[config.mk]
export PLATFORM = sky130hd
export DESIGN_NAME = msft_dv_debug_apb_arb_stage_flat
export DESIGN_NICKNAME = d
export VERILOG_FILES = /design/src/rtl/msft_dv_debug_apb_arb_stage_pkg.sv /design/src/rtl/msft_dv_debug_apb_arb_stage_if.sv /design/src/rtl/msft_dv_debug_apb_arb_stage_rr_arb3.sv /design/src/rtl/msft_dv_debug_apb_arb_stage.sv /design/src/flat_wrapper.sv
export SDC_FILE = /design/constraint.sdc
export NUM_CORES = 1
export LEC_CHECK = 0
export ABC_AREA = 1
export CAP_MARGIN = 20
export CORE_MARGIN = 2
export CORE_UTILIZATION = 21
export CTS_BUF_LIST = sky130_fd_sc_hd__clkbuf_16
export DETAILED_ROUTE_END_ITERATION = 10
export PLACE_DENSITY_LB_ADDON = 0.05
export SYNTH_ARGS = -nofsm -noshare
export SYNTH_HDL_FRONTEND = slang
export SYNTH_SLANG_ARGS = --single-unit
[constraint.sdc]
create_clock -name clk_i -period 1.5 [get_ports clk_i]
set_clock_uncertainty 0.2 [all_clocks]
set_input_delay 0.3 -clock clk_i [delete_from_list [all_inputs] [get_ports clk_i]]
set_output_delay 0.3 -clock clk_i [all_outputs]
set_load 0.02 [all_outputs]
[src/rtl/msft_dv_debug_apb_arb_stage_pkg.sv]
// Shared types for the debug APB arbitration stage: master index,
// controller state encoding and the round-robin index helper.
package msft_dv_debug_apb_pkg;

    localparam int NUM_MASTERS = 3;

    typedef logic [1:0] mst_idx_t;

    typedef enum logic [1:0] {
        IDLE   = 2'd0,
        SETUP  = 2'd1,
        ACCESS = 2'd2
    } state_t;

    // Next master index in the 0 -> 1 -> 2 -> 0 rotation.
    function automatic mst_idx_t next_idx(input mst_idx_t idx);
        return (idx == mst_idx_t'(NUM_MASTERS - 1)) ? '0 : idx + mst_idx_t'(1);
    endfunction

endpackage

[src/rtl/msft_dv_debug_apb_arb_stage_if.sv]
// APB bus bundle used on both sides of the arbitration stage.
// master modport: drives the request half (psel/penable/paddr/pwdata/pwrite).
// slave modport : drives the response half (prdata/pready/psuberr).
interface msft_dv_debug_apb_arb_stage_if #(
    parameter int ADDR_WIDTH = 32,
    parameter int DATA_WIDTH = 32
);
    logic                  psel;
    logic                  penable;
    logic [ADDR_WIDTH-1:0] paddr;
    logic [DATA_WIDTH-1:0] pwdata;
    logic                  pwrite;
    logic [DATA_WIDTH-1:0] prdata;
    logic                  pready;
    logic                  psuberr;

    modport master (
        output psel, penable, paddr, pwdata, pwrite,
        input  prdata, pready, psuberr
    );

    modport slave (
        input  psel, penable, paddr, pwdata, pwrite,
        output prdata, pready, psuberr
    );
endinterface

[src/rtl/msft_dv_debug_apb_arb_stage_rr_arb3.sv]
// Combinational 3-way rotate-priority picker. The search starts at the
// master after the last owner, so the last owner has lowest priority.
module msft_dv_debug_rr_arb3
    import msft_dv_debug_apb_pkg::*;
(
    input  logic [NUM_MASTERS-1:0] req,
    input  mst_idx_t               last,
    output mst_idx_t               winner,
    output logic                   valid
);

    mst_idx_t cand;

    // Walk last+1, last+2, last+3 (mod 3) and take the first requester.
    always_comb begin
        // NOTE: every output of a combinational block gets a default first so no latch is inferred.
        winner = last;
        valid  = 1'b0;
        cand   = last;
        for (int k = 0; k < NUM_MASTERS; k++) begin
            cand = next_idx(cand);
            if (!valid && req[cand]) begin
                winner = cand;
                valid  = 1'b1;
            end
        end
    end

endmodule

[src/rtl/msft_dv_debug_apb_arb_stage.sv]
// Downstream stage of the 3-master debug APB mux. Arbitrates the master
// requests round-robin, drives the mux select, and regenerates a clean
// SETUP/ACCESS sequence toward the single debug slave.
// Optional feature macro: MSFT_DV_DEBUG_APB_ARB_TIMEOUT_EN (forced completion
// after TIMEOUT_CYCLES ACCESS cycles without slave ready).
module msft_dv_debug_apb_arb_stage
    import msft_dv_debug_apb_pkg::*;
#(
    parameter int ADDR_WIDTH     = 32,
    parameter int DATA_WIDTH     = 32,
    parameter int TIMEOUT_CYCLES = 255
) (
    input  logic                           clk_i,
    input  logic                           rst_i,
    input  logic [NUM_MASTERS-1:0]         req_i,
    output mst_idx_t                       sel_o,
    msft_dv_debug_apb_arb_stage_if.slave   mux,
    msft_dv_debug_apb_arb_stage_if.master  slv,
    output logic                           abort_o,
    output logic                           timeout_o
);

    state_t   state_q, state_d;
    mst_idx_t sel_q,   sel_d;
    mst_idx_t last_q,  last_d;

    mst_idx_t arb_winner;
    logic     arb_valid;

    logic     psel_s;
    logic     penable_s;
    logic     pready_m;
    logic     psuberr_m;
    logic     abort_p;
    logic     timeout_p;

    msft_dv_debug_rr_arb3 u_arb (
        .req    (req_i),
        .last   (last_q),
        .winner (arb_winner),
        .valid  (arb_valid)
    );

`ifdef MSFT_DV_DEBUG_APB_ARB_TIMEOUT_EN
    localparam int CNT_W = $clog2(TIMEOUT_CYCLES + 1);

    logic [CNT_W-1:0] cnt_q;
    logic             tmo_hit;

    // cnt_q holds the number of ACCESS cycles already elapsed, so the
    // TIMEOUT_CYCLES-th ACCESS cycle sees TIMEOUT_CYCLES-1.
    assign tmo_hit = (cnt_q == CNT_W'(TIMEOUT_CYCLES - 1));

    // ACCESS cycle counter, cleared while in SETUP.
    always_ff @(posedge clk_i) begin
        if (rst_i) begin
            cnt_q <= '0;
        end else if (state_q == SETUP) begin
            cnt_q <= '0;
        end else if (state_q == ACCESS) begin
            cnt_q <= cnt_q + CNT_W'(1);
        end
    end
`endif

    // State, select and last-owner registers.
    always_ff @(posedge clk_i) begin
        // NOTE: reset is synchronous here, so it lives inside the clocked branch and only acts on an edge.
        if (rst_i) begin
            state_q <= IDLE;
            sel_q   <= '0;
            last_q  <= mst_idx_t'(NUM_MASTERS - 1);
        end else begin
            // NOTE: sequential state uses non-blocking assignments so all registers update together.
            state_q <= state_d;
            sel_q   <= sel_d;
            last_q  <= last_d;
        end
    end

    // Next-state and slave/master handshake decode.
    always_comb begin
        state_d   = state_q;
        sel_d     = sel_q;
        last_d    = last_q;
        psel_s    = 1'b0;
        penable_s = 1'b0;
        pready_m  = 1'b0;
        psuberr_m = 1'b0;
        abort_p   = 1'b0;
        timeout_p = 1'b0;

        unique case (state_q)
            IDLE: begin
                if (arb_valid) begin
                    sel_d   = arb_winner;
                    state_d = SETUP;
                end
            end

            SETUP: begin
                psel_s = 1'b1;
                if (!mux.psel) begin
                    abort_p = 1'b1;
                    state_d = IDLE;
                    last_d  = sel_q;
                end else begin
                    state_d = ACCESS;
                end
            end

            ACCESS: begin
                psel_s    = 1'b1;
                penable_s = 1'b1;
                // Slave ready wins over an owner drop or a timeout in the same cycle.
                if (slv.pready) begin
                    pready_m  = mux.penable;
                    psuberr_m = mux.penable & slv.psuberr;
                    state_d   = IDLE;
                    last_d    = sel_q;
                end else if (!mux.psel) begin
                    abort_p   = 1'b1;
                    psel_s    = 1'b0;
                    penable_s = 1'b0;
                    state_d   = IDLE;
                    last_d    = sel_q;
                end
`ifdef MSFT_DV_DEBUG_APB_ARB_TIMEOUT_EN
                else if (tmo_hit) begin
                    pready_m  = mux.penable;
                    psuberr_m = mux.penable;
                    psel_s    = 1'b0;
                    penable_s = 1'b0;
                    timeout_p = 1'b1;
                    state_d   = IDLE;
                    last_d    = sel_q;
                end
`endif
            end

            default: begin
                state_d = IDLE;
            end
        endcase

        // A reset mid-transfer drops the slave access immediately and never
        // hands a ready back to any master.
        if (rst_i) begin
            psel_s    = 1'b0;
            penable_s = 1'b0;
            pready_m  = 1'b0;
            psuberr_m = 1'b0;
            abort_p   = 1'b0;
            timeout_p = 1'b0;
        end
    end

    assign sel_o       = sel_q;
    assign abort_o     = abort_p;
    assign timeout_o   = timeout_p;

    assign slv.psel    = psel_s;
    assign slv.penable = penable_s;
    assign slv.paddr   = ADDR_WIDTH'(mux.paddr);
    assign slv.pwdata  = DATA_WIDTH'(mux.pwdata);
    assign slv.pwrite  = mux.pwrite;

    assign mux.prdata  = DATA_WIDTH'(slv.prdata);
    assign mux.pready  = pready_m;
    assign mux.psuberr = psuberr_m;

endmodule
[src/flat_wrapper.sv]
// flat-port wrapper written by rule: the top's interface ports become plain ports
module msft_dv_debug_apb_arb_stage_flat import msft_dv_debug_apb_pkg::*;
#(
    parameter int ADDR_WIDTH     = 32,
    parameter int DATA_WIDTH     = 32,
    parameter int TIMEOUT_CYCLES = 255
)
  (clk_i, rst_i, req_i, sel_o, abort_o, timeout_o, mux_psel, mux_penable, mux_paddr, mux_pwdata, mux_pwrite, mux_prdata, mux_pready, mux_psuberr, slv_psel, slv_penable, slv_paddr, slv_pwdata, slv_pwrite, slv_prdata, slv_pready, slv_psuberr);
  msft_dv_debug_apb_arb_stage_if #(.ADDR_WIDTH(ADDR_WIDTH), .DATA_WIDTH(DATA_WIDTH)) mux_i ();
  msft_dv_debug_apb_arb_stage_if #(.ADDR_WIDTH(ADDR_WIDTH), .DATA_WIDTH(DATA_WIDTH)) slv_i ();
  input  logic clk_i;
  input  logic rst_i;
  input  logic [NUM_MASTERS-1:0] req_i;
  output mst_idx_t sel_o;
  output logic abort_o;
  output logic timeout_o;
  input wire logic [$bits(mux_i.psel)-1:0] mux_psel;
  input wire logic [$bits(mux_i.penable)-1:0] mux_penable;
  input wire logic [$bits(mux_i.paddr)-1:0] mux_paddr;
  input wire logic [$bits(mux_i.pwdata)-1:0] mux_pwdata;
  input wire logic [$bits(mux_i.pwrite)-1:0] mux_pwrite;
  output wire logic [$bits(mux_i.prdata)-1:0] mux_prdata;
  output wire logic [$bits(mux_i.pready)-1:0] mux_pready;
  output wire logic [$bits(mux_i.psuberr)-1:0] mux_psuberr;
  output wire logic [$bits(slv_i.psel)-1:0] slv_psel;
  output wire logic [$bits(slv_i.penable)-1:0] slv_penable;
  output wire logic [$bits(slv_i.paddr)-1:0] slv_paddr;
  output wire logic [$bits(slv_i.pwdata)-1:0] slv_pwdata;
  output wire logic [$bits(slv_i.pwrite)-1:0] slv_pwrite;
  input wire logic [$bits(slv_i.prdata)-1:0] slv_prdata;
  input wire logic [$bits(slv_i.pready)-1:0] slv_pready;
  input wire logic [$bits(slv_i.psuberr)-1:0] slv_psuberr;
  assign mux_i.psel = mux_psel;
  assign mux_i.penable = mux_penable;
  assign mux_i.paddr = mux_paddr;
  assign mux_i.pwdata = mux_pwdata;
  assign mux_i.pwrite = mux_pwrite;
  assign mux_prdata = mux_i.prdata;
  assign mux_pready = mux_i.pready;
  assign mux_psuberr = mux_i.psuberr;
  assign slv_psel = slv_i.psel;
  assign slv_penable = slv_i.penable;
  assign slv_paddr = slv_i.paddr;
  assign slv_pwdata = slv_i.pwdata;
  assign slv_pwrite = slv_i.pwrite;
  assign slv_i.prdata = slv_prdata;
  assign slv_i.pready = slv_pready;
  assign slv_i.psuberr = slv_psuberr;
  msft_dv_debug_apb_arb_stage #(.ADDR_WIDTH(ADDR_WIDTH), .DATA_WIDTH(DATA_WIDTH), .TIMEOUT_CYCLES(TIMEOUT_CYCLES)) u_core (.clk_i(clk_i), .rst_i(rst_i), .req_i(req_i), .sel_o(sel_o), .mux(mux_i), .slv(slv_i), .abort_o(abort_o), .timeout_o(timeout_o));
endmodule
==> impl_metrics.yaml, run 1 <==
# generated from flow reports
outcome:
  status: "finished, violations left"
  violations: "setup timing"
timing:
  rsz0062_at_grt: "true"
  finalSetupViolCount: 7
  hold_viol_final: 0
  setup_ws_ns: -0.275
  period_used_pct: 118
  final-max-slew-violation-count: 0
  fmax_mhz: 563
  timing.hold.ws_ns: 0.374
drt:
  drc: 0
  routed.top_layer: "met4"
  dr_wl_met2_mm: 1.20
  met3WireLength_microns: 315
  antenna_left: 0
  avgViaCountPerCell: 4.00
  routedLengthMet1_microns: 975
  drtPass1Iterations: 2
  routedWlPerCell_microns: 12.8
  drtIter0Drc: 16
power:
  power_frac_seq_pct: 18.7
  switching_share_pct: 34.7
  p_int_uw: 762
  p_switching_uw: 405
  peakVddDrop_v: 0.000433
  power.density_mw_per_mm2: 931
  comb_power_share_pct: 44.5
  p_leak_nw: 0.552
logic_synthesis:
  adder_share_pct: 2.78
  avgSynthCellArea_sq_um: 7.11
  syn_area_sq_mm: 0.00135
  synth_cell_types: 27
  ys.flops: 6
  yosys_warnings: 0
  aoi_share_pct: 5.19
  ys_cells: 190
  ys_sh_mux_pct: 0
  synthTopLogicFamily: "buffers and inverters"
  xor_share_pct: 0
  synth_seq_share_pct: 8.90
  netlist_instances: 190
  syn_nets: 299
  yosys-stat-area_sq_mm: 0.00135
clock_tree:
  holdBufCountCts: 0
  path_clk_slew_ns: 0.04
  ctsResizeCount: 50
  cts_buffers: 3
  cts.root.buffer_cell: "clkbuf_16"
  cts.htree.levels: 1
  cts.sinks: 6
  cts_tree: "built"
  cts_setup_buffers: 1
floorplan:
  tap_cells: 77
  row_count: 29
  io_pins: 211
  fp_util_pct: 21.5
  core-area_sq_mm: 0.00628
  dieArea_sq_mm: 0.00709
placed_design:
  gp_congestion: 0.692
  place_hpwl_mm: 2.18
  post_dp_cell_area_sq_mm: 0.00103
flow_run:
  drv_cap: 0
layout:
  fin_nets: 239
  sh_seq_area_pct: 10.4
  layout.nonclk_buf_share_pct: 21.9
  num_antenna_cells: 0
  logic_area_sq_um: 604
  buffers: 34
  clk_share_pct: 5.99
  inverters: 17
  logic_gates: 68
  area_growth_pct: -7.14
  clock_buffers: 3
  seq_cells: 6
  stdcell_area_sq_mm: 0.00125
  sh_comb_area_pct: 48.2
  nFillCells: 715
  top_area_cell_class: "multi-input combinational cells"
  ff_latch_area_sq_um: 130
  final_cell_mix: "buf_4 (22), nand2_1 (16), nand2_2 (10)"
  drive_gt1_share_pct: 64.8
global_route:
  grt_use_total_pct: 7.18
  antenna_found_initial: 0
  grt_max_degree: 8
  grt-ovfl-total: 0
  first_global_vias: 837
  top_usage_layer: "met2"
  grt_pass1_wl_mm: 4.17
  grt_use_met2_pct: 10.0
  met1_usage_pct: 7.65
  grt_use_met3_pct: 4.72
setup_path:
  slowest_stage: "dfxtp_2"
  crit_chain: "buf_4, ha_4, a21oi_2, nor4_4, buf_4"
  start_kind: "flop"
  criticalPathCategory: "reg -> out"
  slowest_delay_ns: 0.33
  critPathBufInv: 2
  crit_arrival_ns: 1.27
  end_kind: "output pin"
  required_ns: 1.00
  critical-path-top-delay-family: "flip-flops"
  cpMostUsedCell: "buf_4"
  crit_fanout: 4
hold_path:
  min_path_type: "reg -> reg"
run 1: flip-flops by register name (all words and copies together) (netlist names):
register / count
u_core.sel_o: 2
u_core.last_q: 2
u_core.state_q: 2
run 1: final timing paths:
| kind | from | end | slack (ns) | cells past startpoint |
|---|---|---|---|---|
| min | u_core.sel_o[1] | u_core.last_q[1] | 0.37 | 3 |
| max | u_core.state_q[1] | abort_o | -0.27 | 5 |
| min reg2reg | u_core.sel_o[1] | u_core.last_q[1] | 0.37 | 3 |
| max reg2reg | u_core.state_q[1] | u_core.last_q[0] | -0.15 | 10 |
run 1: power by group through the flow:
stage / logic, mW / registers (mW) / clock network (mW)
CTS: 0.462 / 0.216 / 0.446
detailed placement: 0.440 / 0.212 / 0
finish: 0.519 / 0.218 / 0.430
floorplan: 0.625 / 0.222 / 0
global placement: 0.445 / 0.213 / 0
global route: 0.575 / 0.221 / 0.453
run 1: through the flow:
stage / total power [mW] / util, % / TNS (ns) / std cells / setup WS, ns
after floorplan: 0.847 / - / -0.0502 / 190 / -0.0502
after global placement: 0.657 / 16.3 / -5.97 / 200 / -0.808
after detailed placement: 0.652 / 16.3 / -6.02 / 200 / -0.812
after CTS: 1.12 / 18.2 / -1.21 / 204 / -0.301
after global routing: 1.25 / 20.0 / -1.79 / 205 / -0.319
final: 1.17 / 20.0 / -1.26 / 205 / -0.275
run 1: synthesized netlist by cell type (all sizes together):
cell	count	area, sq um
dfxtp	6	120
clkbuf	1	3.75
nand2	30	133
conb	1	3.75
nand3	11	92.6
o211ai	1	7.51
o21ai	2	10.0
nor3b	1	7.51
a211oi	1	7.51
nor4	1	6.26
ha	3	37.5
a21oi	6	45.0
nor2	8	48.8
inv	17	66.3
nand4	3	25.0
buf	98	736
Figure 1. Routed clock nets over the placement (run 1).
Scale bar: 20 microns.
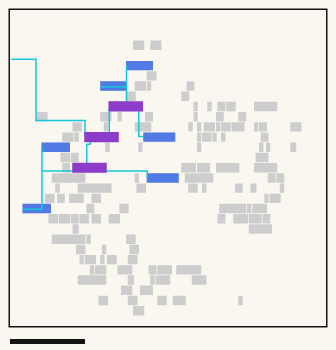
legend:
  cyan:
    item: clock wires
    length: 143 microns
  purple:
    item: cells driving clock nets
    count: 3
  blue:
    item: flip-flops
    count: 6
routed clock nets: 4
power in the clock group: 430 uW
Clk pwr share: 36.9%
Worst-Skew Late Latency: 0.23 ns

Figure 2. Signal wires on met3 (run 1).
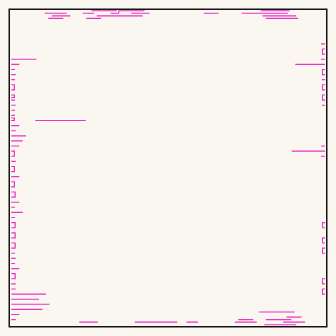
main direction: horizontal
share of all routed wire: 12%
longest straight run: 13.1 microns
total wire length: 2.62 mm
Via Count: 820

Figure 3. I/O pins on the die edge (run 1).
Pins as bars across the die edge, other pins in grey.
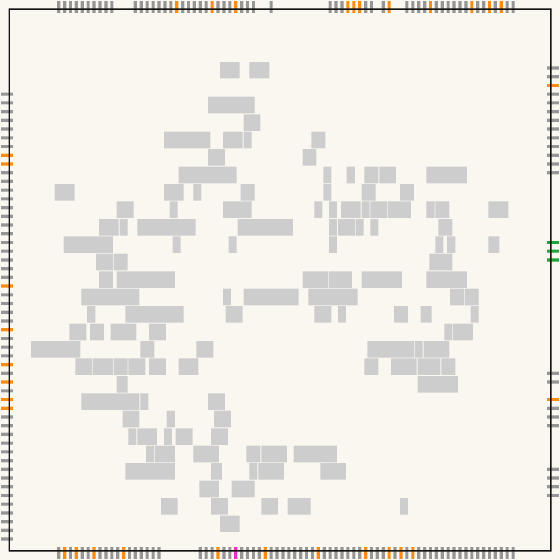
legend:
  magenta:
    port: `mux_penable`
    pins: 1
    direction: input
    edge: south
  green:
    port: `req_i`
    pins: 3
    direction: input
    edge: east
  orange:
    port: `slv_pwdata`
    pins: 32
    direction: output
    edge: 11 south, 11 north, 8 west, 2 east
all pins by edge: 72 south, 61 north, 52 west, 26 east
height of the die: 84.2 microns
port bufs: 15
die x size: 84.2 microns

--- run 2 (diff from run 1) ---
- MAX_ROUTING_LAYER: not set -> met4
- SLEW_MARGIN: not set -> 10
Figure 4. Placement view (run 2).
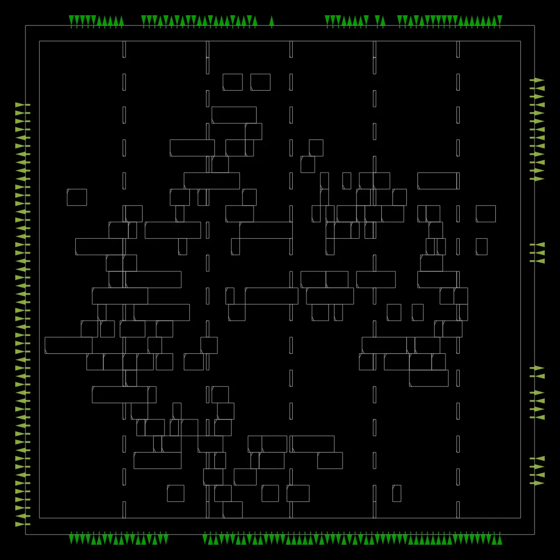
Rows: 29
non-filler instance count after layout: 205
Fillers: 715
Flops: 6
CORE AREA: 0.00628 sq mm

==> impl_metrics.yaml, run 2 <==
# generated from flow reports
layout:
  stdcell_area_sq_mm: 0.00125
  drive_gt1_share_pct: 64.8
  num_antenna_cells: 0
  final_cell_mix: "buf_4 (22), nand2_1 (16), nand2_2 (10)"
  utilization_pct: 20.0
  area_growth_pct: -7.14
logic_synthesis:
  netlist_instances: 190
  yosys-stat-area_sq_mm: 0.00135
  netlist.area_leader.share_pct: 54.5
  yosys.cell_count.top_type: "buf_4"
  yosys_warnings: 0
  avgSynthCellArea_sq_um: 7.11
  ys.flops: 6
  synthTopCellsByCount: "buf_4 (98), nand2_1 (24), inv_1 (13), dfxtp_1 (6), nor2_1 (6)"
  edf_count: 0
  ys_async_sr_fraction_pct: 0
  area_leaders: "buf_4 (54%), dfxtp_1 (8.9%), nand2_1 (6.7%), nand3_2 (3.7%), inv_1 (3.6%)"
  synth_cell_types: 27
  syn_nets: 299
  largest_area_cell: "buf_4"
  synthFlopType: "dfxtp_1"
global_route:
  grt_pass1_wl_mm: 4.17
  grt_use_met2_pct: 10.0
  first_global_vias: 836
  grt_max_degree: 8
  met1_usage_pct: 7.59
  grt_use_met3_pct: 4.82
  grt-ovfl-total: 0
  grt_use_total_pct: 7.40
hold_path:
  min_path_type: "reg -> reg"
placed_design:
  post_dp_cell_area_sq_mm: 0.00103
  place_hpwl_mm: 2.18
  gp_congestion: 0.699
  place_ws_ns: -0.812
  numPortBuffers: 15
power:
  p_leak_nw: 0.552
  power_frac_seq_pct: 18.7
  peakVddDrop_v: 0.000433
  comb_power_share_pct: 44.5
  p_switching_uw: 405
  clock_power_uw: 430
  p_clk_share_pct: 36.9
  total_power_mw: 1.17
  maxPowerGroup: "combinational cells"
  pg_comb_uw: 519
  switching_share_pct: 34.7
  pg_seq_uw: 218
clock_tree:
  cts_buffers: 3
  holdBufCountCts: 0
  worstSkewPairLatency_ns: 0.23
  cts.sinks: 6
  cts_tree: "built"
  path_clk_slew_ns: 0.04
timing:
  setup_ws_ns: -0.275
  timing.hold.ws_ns: 0.374
  fmax_mhz: 563
  finalSetupViolCount: 7
  final-max-slew-violation-count: 0
setup_path:
  start_kind: "flop"
  r2r-end: "u_core.last_q[0]"
  path_depth: 5
  slowest_delay_ns: 0.33
  required_ns: 1.00
  r2r-start: "u_core.state_q[1]"
  end_kind: "output pin"
  cp-endpoint: "abort_o"
  crit_start: "u_core.state_q[1]"
  slowest_stage: "dfxtp_2"
  critPathBufInv: 2
  criticalPathCategory: "reg -> out"
  critical-path-top-delay-family: "flip-flops"
  crit_arrival_ns: 1.27
  crit_chain: "buf_4, ha_4, a21oi_2, nor4_4, buf_4"
  cpMostUsedCell: "buf_4"
floorplan:
  dieArea_sq_mm: 0.00709
  die_y_microns: 84.2
  die_x_microns: 84.2
  io_pins: 211
  fp_util_pct: 21.5
drt:
  antenna_left: 0
  avgViaCountPerCell: 4.02
  drc: 0
  drtPass1Iterations: 2
  wirelength_mm: 2.63
outcome:
  status: "finished, violations left"
  violations: "setup timing"
run 2: cell counts after synthesis:
No cell type changed its count.
run 2: worst min path at each step:
stage	from	end	slack, ns	cells past startpoint
after floorplan	u_core.state_q[1]	u_core.state_q[1]	0.26	2
after global placement	u_core.sel_o[0]	u_core.sel_o[0]	0.40	3
after detailed placement	u_core.sel_o[1]	u_core.last_q[1]	0.39	3
after CTS	rst_i	u_core.state_q[1]	0.38	3
after global routing	slv_prdata[27]	mux_prdata[27]	0.40	0
final	u_core.sel_o[1]	u_core.last_q[1]	0.37	3
run 2: cells by family after synthesis:
kind of cell	count (synthesis)	share of synthesized area, %
DFF	6	8.90
other	1	0.278
and+or+nand+nor	54	23.2
AOI/OAI and AO/OA	10	5.19
adders and majority gates	3	2.78
buffers and inverters	116	59.7
run 2: repair_timing:
| item | in CTS | in global routing |
|---|---|---|
| setup buffers | 1 | 1 |
| pin swaps | 5 | 12 |
| resized | 50 | 28 |
| endpoints found under the setup margin | 13 | 10 |
run 2: metrics by stage:
step	cells	TNS (ns)
CTS	204	-1.21
global route	205	-1.79
floorplan	190	-0.0502
detailed placement	200	-6.02
global placement	200	-5.97
finish	205	-1.26
run 2: layout make-up:
cell class	count	area, sq um
fill	715	5020
multi-input combinational	68	604
timing repair buffer	34	274
sequential	6	130
tap	77	96.3
clock buffer	3	75.1
inverter	17	73.8
run 2: metal layers:
layer	vias to the layer above	wire [microns]
li1	367	-
met1	361	969
met2	70	1200
met3	26	327
met4	0	126
met5	-	0
run 2: worst reg2reg max path, stage by stage (launching register included):
cell	delay, ns
dfxtp_2	0.33
buf_4	0.12
ha_4	0.16
nand2_4	0.08
buf_4	0.14
buf_4	0.12
a21oi_2	0.10
buf_4	0.12
inv_2	0.04
nor2_2	0.09
a211oi_2	0.04
Figure 5. I/O pins on the die edge (run 2).
Pins as bars across the die edge, other pins in grey.
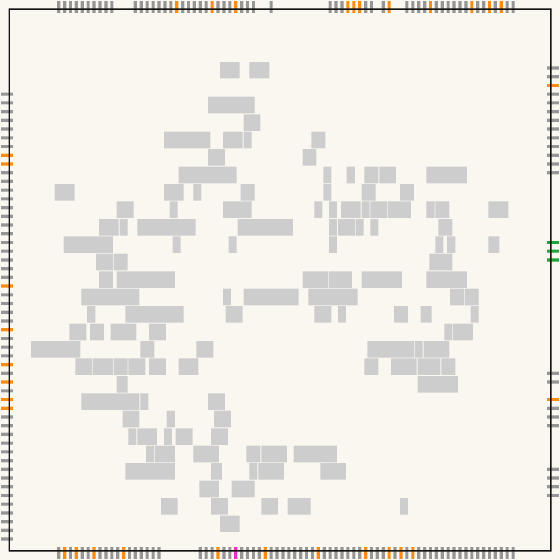

--- run 3 (diff from run 2) ---
- CORE_AREA: not set -> 2 2 81 83
- CORE_MARGIN: 2 -> not set
- CORE_UTILIZATION: 21 -> not set
- DIE_AREA: not set -> 0 0 83 85
- PLACE_DENSITY: not set -> 0.83
- PLACE_DENSITY_LB_ADDON: 0.05 -> not set
- clock period: 1.5 -> 2.05 ns (I/O delays scaled with it)
Figure 6. I/O pins on the die edge (run 3).
Pins as bars across the die edge, other pins in grey.
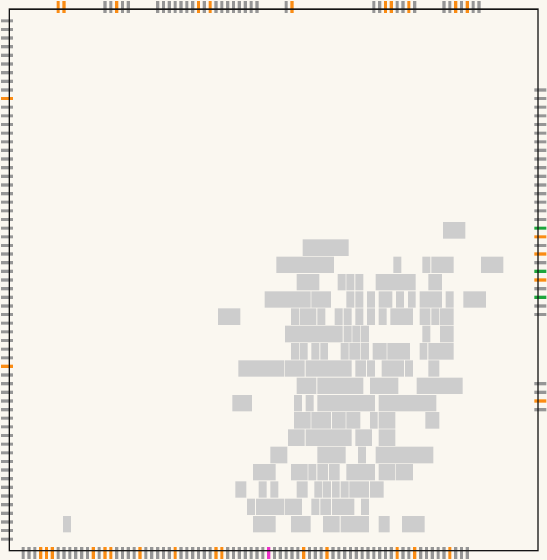
legend:
  green:
    port: `req_i`
    pins: 3
    direction: input
    edge: east
  orange:
    port: `slv_pwdata`
    pins: 32
    direction: output
    edge: 15 south, 11 north, 4 east, 2 west
  magenta:
    port: `mux_penable`
    pins: 1
    direction: input
    edge: south
die x size: 83 microns
height of the die: 85 microns

==> impl_metrics.yaml, run 3 <==
# generated from flow reports
outcome:
  status: "complete, no violations"
setup_path:
  ff2ff_path_depth: 8
  start_kind: "flop"
  end_kind: "output pin"
  critical-path-top-delay-family: "buffers and inverters"
  crit_chain: "inv_2, buf_4, ha_4, a21oi_2, nor4_2, buf_4"
  r2r_slack_ns: 0.40
  slowest_stage: "dfxtp_1"
  crit_start: "u_core.state_q[0]"
  cp-endpoint: "abort_o"
  slowest_delay_ns: 0.31
  r2r-start: "u_core.state_q[0]"
  r2r-end: "u_core.last_q[0]"
  required_ns: 1.44
  crit_fanout: 4
  critPathBufInv: 3
  path_depth: 6
  cpMostUsedCell: "buf_4"
  crit_arrival_ns: 1.35
  criticalPathCategory: "reg -> out"
layout:
  lay_top_count: "nand2_1"
  drive_gt1_share_pct: 37.3
  ff_latch_area_sq_um: 120
  num_antenna_cells: 0
  fin_nets: 229
  stdcell_area_sq_mm: 0.00103
  final_cell_mix: "nand2_1 (24), inv_1 (12), buf_4 (10)"
  logic_area_sq_um: 464
  fin_cells: 195
  area_growth_pct: -23.9
  utilization_pct: 16.6
  nFillCells: 691
logic_synthesis:
  synth_cell_types: 27
  synth-simple-area-share_pct: 23.2
  ys_async_sr_fraction_pct: 0
  xor_share_pct: 0
  synthTopCellsByCount: "buf_4 (98), nand2_1 (24), inv_1 (13), dfxtp_1 (6), nor2_1 (6)"
  aoi_share_pct: 5.19
  edf_count: 0
  largest_area_cell: "buf_4"
  area_leaders: "buf_4 (54%), dfxtp_1 (8.9%), nand2_1 (6.7%), nand3_2 (3.7%), inv_1 (3.6%)"
  netlist_instances: 190
  ys_cells: 190
  netlist.area_leader.share_pct: 54.5
  ys_sh_mux_pct: 0
  yosys.cell_count.top_type: "buf_4"
  synth_seq_share_pct: 8.90
  adder_share_pct: 2.78
  syn_area_sq_mm: 0.00135
  syn_nets: 299
  avgSynthCellArea_sq_um: 7.11
  synthTopLogicFamily: "buffers and inverters"
  ys.flops: 6
  yosys_warnings: 0
  synthFlopType: "dfxtp_1"
  yosys-stat-area_sq_mm: 0.00135
drt:
  drtPass1Iterations: 4
  routedWlPerCell_microns: 14.4
  drtIter0Drc: 34
  wirelength_mm: 2.81
  drc: 0
  antenna_left: 0
  avgViaCountPerCell: 3.89
  vias: 758
clock_tree:
  ctsResizeCount: 20
  cts_setup_buffers: 0
  worstSkewPairLatency_ns: 0.23
  path_clk_slew_ns: 0.03
  cts_tree: "built"
  cts.sinks: 6
  cts.root.buffer_cell: "clkbuf_16"
  holdBufCountCts: 0
  cts.htree.levels: 1
  cts_buffers: 3
timing:
  fmax_mhz: 510
  final-max-slew-violation-count: 0
  rsz0062_at_grt: "false"
  finalSetupViolCount: 0
  timing.hold.ws_ns: 0.291
  period_used_pct: 95.7
  setup_ws_ns: 0.0891
  hold_viol_final: 0
  setup_tns_ns: 0
power:
  p_leak_nw: 0.459
  power.density_mw_per_mm2: 721
  peakVddDrop_v: 0.000213
  total_power_uw: 741
global_route:
  first_global_vias: 798
  grt-ovfl-total: 0
  grt_use_total_pct: 8.11
  grt_max_degree: 8
  antenna_found_initial: 0
  grt_pass1_wl_mm: 4.13
flow_run:
  warning_count: 28
  drv_cap: 0
placed_design:
  dp.cells: 192
  gp_congestion: 0.815
  place_ws_ns: -0.452
  place_hpwl_mm: 2.33
  numPortBuffers: 15
  post_dp_cell_area_sq_um: 931
floorplan:
  row_count: 29
  core-area_sq_mm: 0.00620
  fp_util_pct: 21.8
  io_pins: 211
  dieArea_sq_mm: 0.00706
hold_path:
  min_path_type: "reg -> reg"
## run 3: cell types whose count changed in the layout (fill, tap and decap cells not counted), sizes merged
cell,change
buf,-12
clkbuf,-1
clkdlybuf4s15,+2
clkdlybuf4s50,+5
dlygate4sd2,-5
dlymetal6s2s,+1
## run 3: cell type report
| class | count | share of cell area [%] |
|---|---|---|
| Tap cell | 77 | 9.38 |
| Inverter | 17 | 6.46 |
| Multi-Input combinational cell | 68 | 45.2 |
| Clock buffer | 3 | 7.31 |
| Sequential cell | 6 | 11.7 |
| Timing Repair Buffer | 24 | 20.0 |
## run 3: power by group
part | internal (mW) | switching, mW | leakage, nW | total, mW
Sequential | 0.135 | 0.0179 | 0.0494 | 0.153
Clock | 0.250 | 0.0612 | 0.0370 | 0.311
Combinational | 0.118 | 0.159 | 0.373 | 0.277
## run 3: worst min-delay path by stage
stage                                 start           endpoint  depth (start not counted)
after global placement      u_core.sel_o[1]    u_core.sel_o[1]                          2
final                       u_core.sel_o[0]    u_core.sel_o[0]                          2
after CTS                   u_core.sel_o[0]    u_core.sel_o[0]                          2
after global routing        u_core.sel_o[1]    u_core.sel_o[1]                          2
after detailed placement    u_core.sel_o[0]    u_core.sel_o[0]                          2
after floorplan           u_core.state_q[0]  u_core.state_q[0]                          2
## run 3: worst register-to-register path, cell delays in order, from the launching register on
cell and delay (ns):
dfxtp_1 0.31, inv_2 0.06, buf_4 0.10, ha_4 0.14
nand2_1 0.10, buf_4 0.14, a21oi_1 0.25, inv_2 0.06
a211oi_1 0.20
## run 3: routing by layer
layer / global-route usage [%] / routed length [microns] / vias up
met2: 11.0 / 1210 / 50
met4: 9.24 / 246 / 0
met5: - / 0 / -
met3: 7.88 / 571 / 42
met1: 5.50 / 779 / 320
li1: - / - / 346

==> gallery <==
Local utilization.
The die is cut into 8 by 8 equal tiles; white is low, dark blue is high, 0 to 100% covered.
panel A
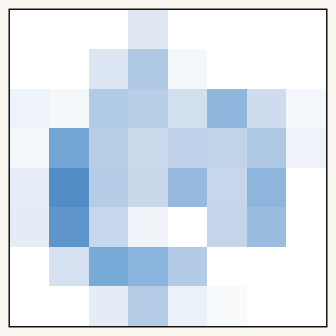
panel B
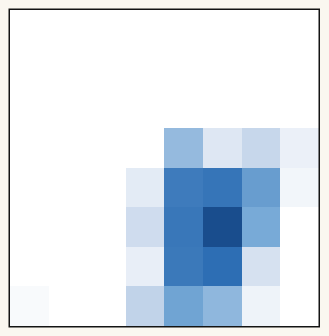
For run 3, see panel B.
For run 1, see panel A.
The one with the highest utilization is panel A.

Key to panel A:
densest ninth of the die: west
mean over tiles: 16%
nearly empty tiles: 36%
emptiest ninth of the die: north-west
fullest tile: 62%

No activity file was given, so power comes from the tool's default toggle rates.
